==> config.mk <==
export PLATFORM = sky130hd
export DESIGN_NAME = fnd_scan_display
export DESIGN_NICKNAME = d
export VERILOG_FILES = /design/src/rtl/fnd_pkg.sv /design/src/rtl/fnd_bin2bcd.sv /design/src/rtl/fnd_scan_display.sv
export SDC_FILE = /design/constraint.sdc
export NUM_CORES = 1
export LEC_CHECK = 0
export ABC_AREA = 1
export CAP_MARGIN = 20
export CORE_AREA = 2 2 96 98
export DETAILED_ROUTE_END_ITERATION = 10
export DIE_AREA = 0 0 98 100
export PLACE_DENSITY = 0.74
export RECOVER_POWER = 100
export SYNTH_ARGS = -nofsm -noshare
export SYNTH_HDL_FRONTEND = slang
export SYNTH_SLANG_ARGS = --single-unit
==> constraint.sdc <==
create_clock -name clk -period 1.4 [get_ports clk]
set_input_delay 0.14 -clock clk [delete_from_list [all_inputs] [get_ports clk]]
set_output_delay 0.14 -clock clk [all_outputs]
set_load 0.01 [all_outputs]
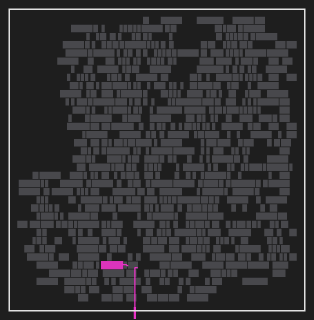
Fig. 1. Wires at chosen ports, followed through buffers.
Scale: 3 px per um.
legend:
  magenta:
    port: in_ready
    bits: 1
    direction: output
    edge: bottom
    end_cells: 1
    buffers: 1
    wire: 17.2 um
Top-Level Pins: 36
PortBufs: 35

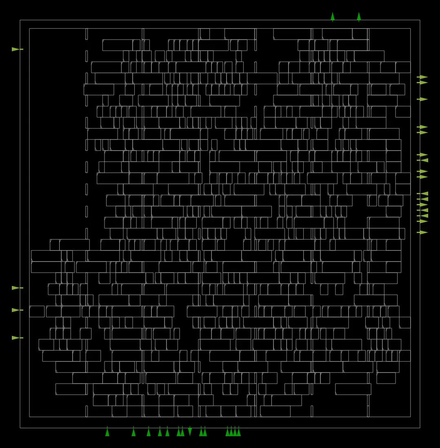
Fig. 2. Placed standard cells.
Filler cells: 791
n_taps: 111
fin cells: 761
Final Util: 61.4%

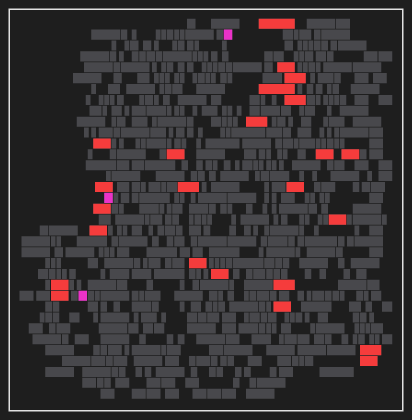
Fig. 3. Gate families picked out.
Scale: 4 px per um.
legend:
  red:
    family: fa/ha/maj cells
    cells: 24
    most_used: ha_1
  magenta:
    family: and/or cells
    cells: 3
    most_used: or2_2
most numerous logic cell after layout: nand2_1
logic share of the area: 42.5%

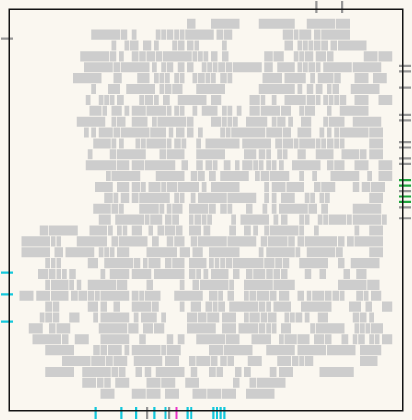
Fig. 4. Pin placement.
Scale: 4 px per um. Pins as bars across the die edge, other pins in grey.
legend:
  magenta:
    port: in_ready
    pins: 1
    direction: output
    edge: bottom
  cyan:
    port: in_data
    pins: 14
    direction: input
    edge: 11 bottom, 3 left
  green:
    port: dp_mask
    pins: 4
    direction: input
    edge: right
all pins by edge: 16 right, 14 bottom, 4 left, 2 top
die y size: 100 um
Chip Width: 98 um

==> changes_impl.md <==
## Implementation

* Status: complete, but fails checks
* Failing checks: setup timing
* Post-Layout Inst Area at between 5000 and 6000 um2
* Crit-path cells: inv_6 > o211ai_1 > nand2_2 > buf_4 > ha_4 > inv_1 > nand2_2 > o211ai_1 > nand3_1
* Area share, top type at between 40% and 50%
* Synth area leader: dfxtp_1
* Power per cell area at approximately 940 nW/um2
* Mapped cell area at between 4000 and 5000 um2
* Flop share of the area at 33.4%
* Slew @ Worst Pin at 0.568 ns
* Final setup fails at 4
* Min-delay worst type: input port to flip-flop
* Nonclk inv count at 72
* Yosys Chip Area at ~4400 um2
* Post-route setup slack at -0.0729 ns
* DR iter-0 viols at ~140
* Net count, final at 691
* CTS tree: done
* Clock transition at path regs at ~0.090 ns
* Via Count at roughly 3900
* Multi-input gate area at between 2000 and 2500 um2
* Post-Synth Simple-Gate Area at a little under a quarter
* CLK BUF at 13
* Sequential fraction of the synthesis area at between 40% and 50%
## Yosys cell counts, types with 9 or more instances
cell type / n
nand3_1: 59
mux2i_1: 13
nand2_1: 103
a21oi_1: 30
inv_1: 66
o211ai_1: 9
xor2_1: 10
ha_1: 24
nor2_1: 45
a21oi_2: 9
o21ai_0: 50
dfxtp_1: 90
## logic make-up (layout without fill, tap and decap cells)
family                   Yosys count  in the layout
XOR/XNOR                          11             11
AND-OR/OR-AND                    110            110
buffers and inverters             93            165
adder cells (fa/ha/maj)           24             24
multiplexers                      14             14
flip-flops                        90             90
AND/OR/NAND/NOR                  236            236
## per-layer routing
layer  GRT usage [%]  vias up  share of wire [%]
met5               0        -                  0
met4            7.48        0                2.0
met3            2.79       15                2.4
met2            36.1       59                 50
met1            24.3     1839                 46
li1                -     2029                  -
Power is estimated from default activity; no workload was simulated.
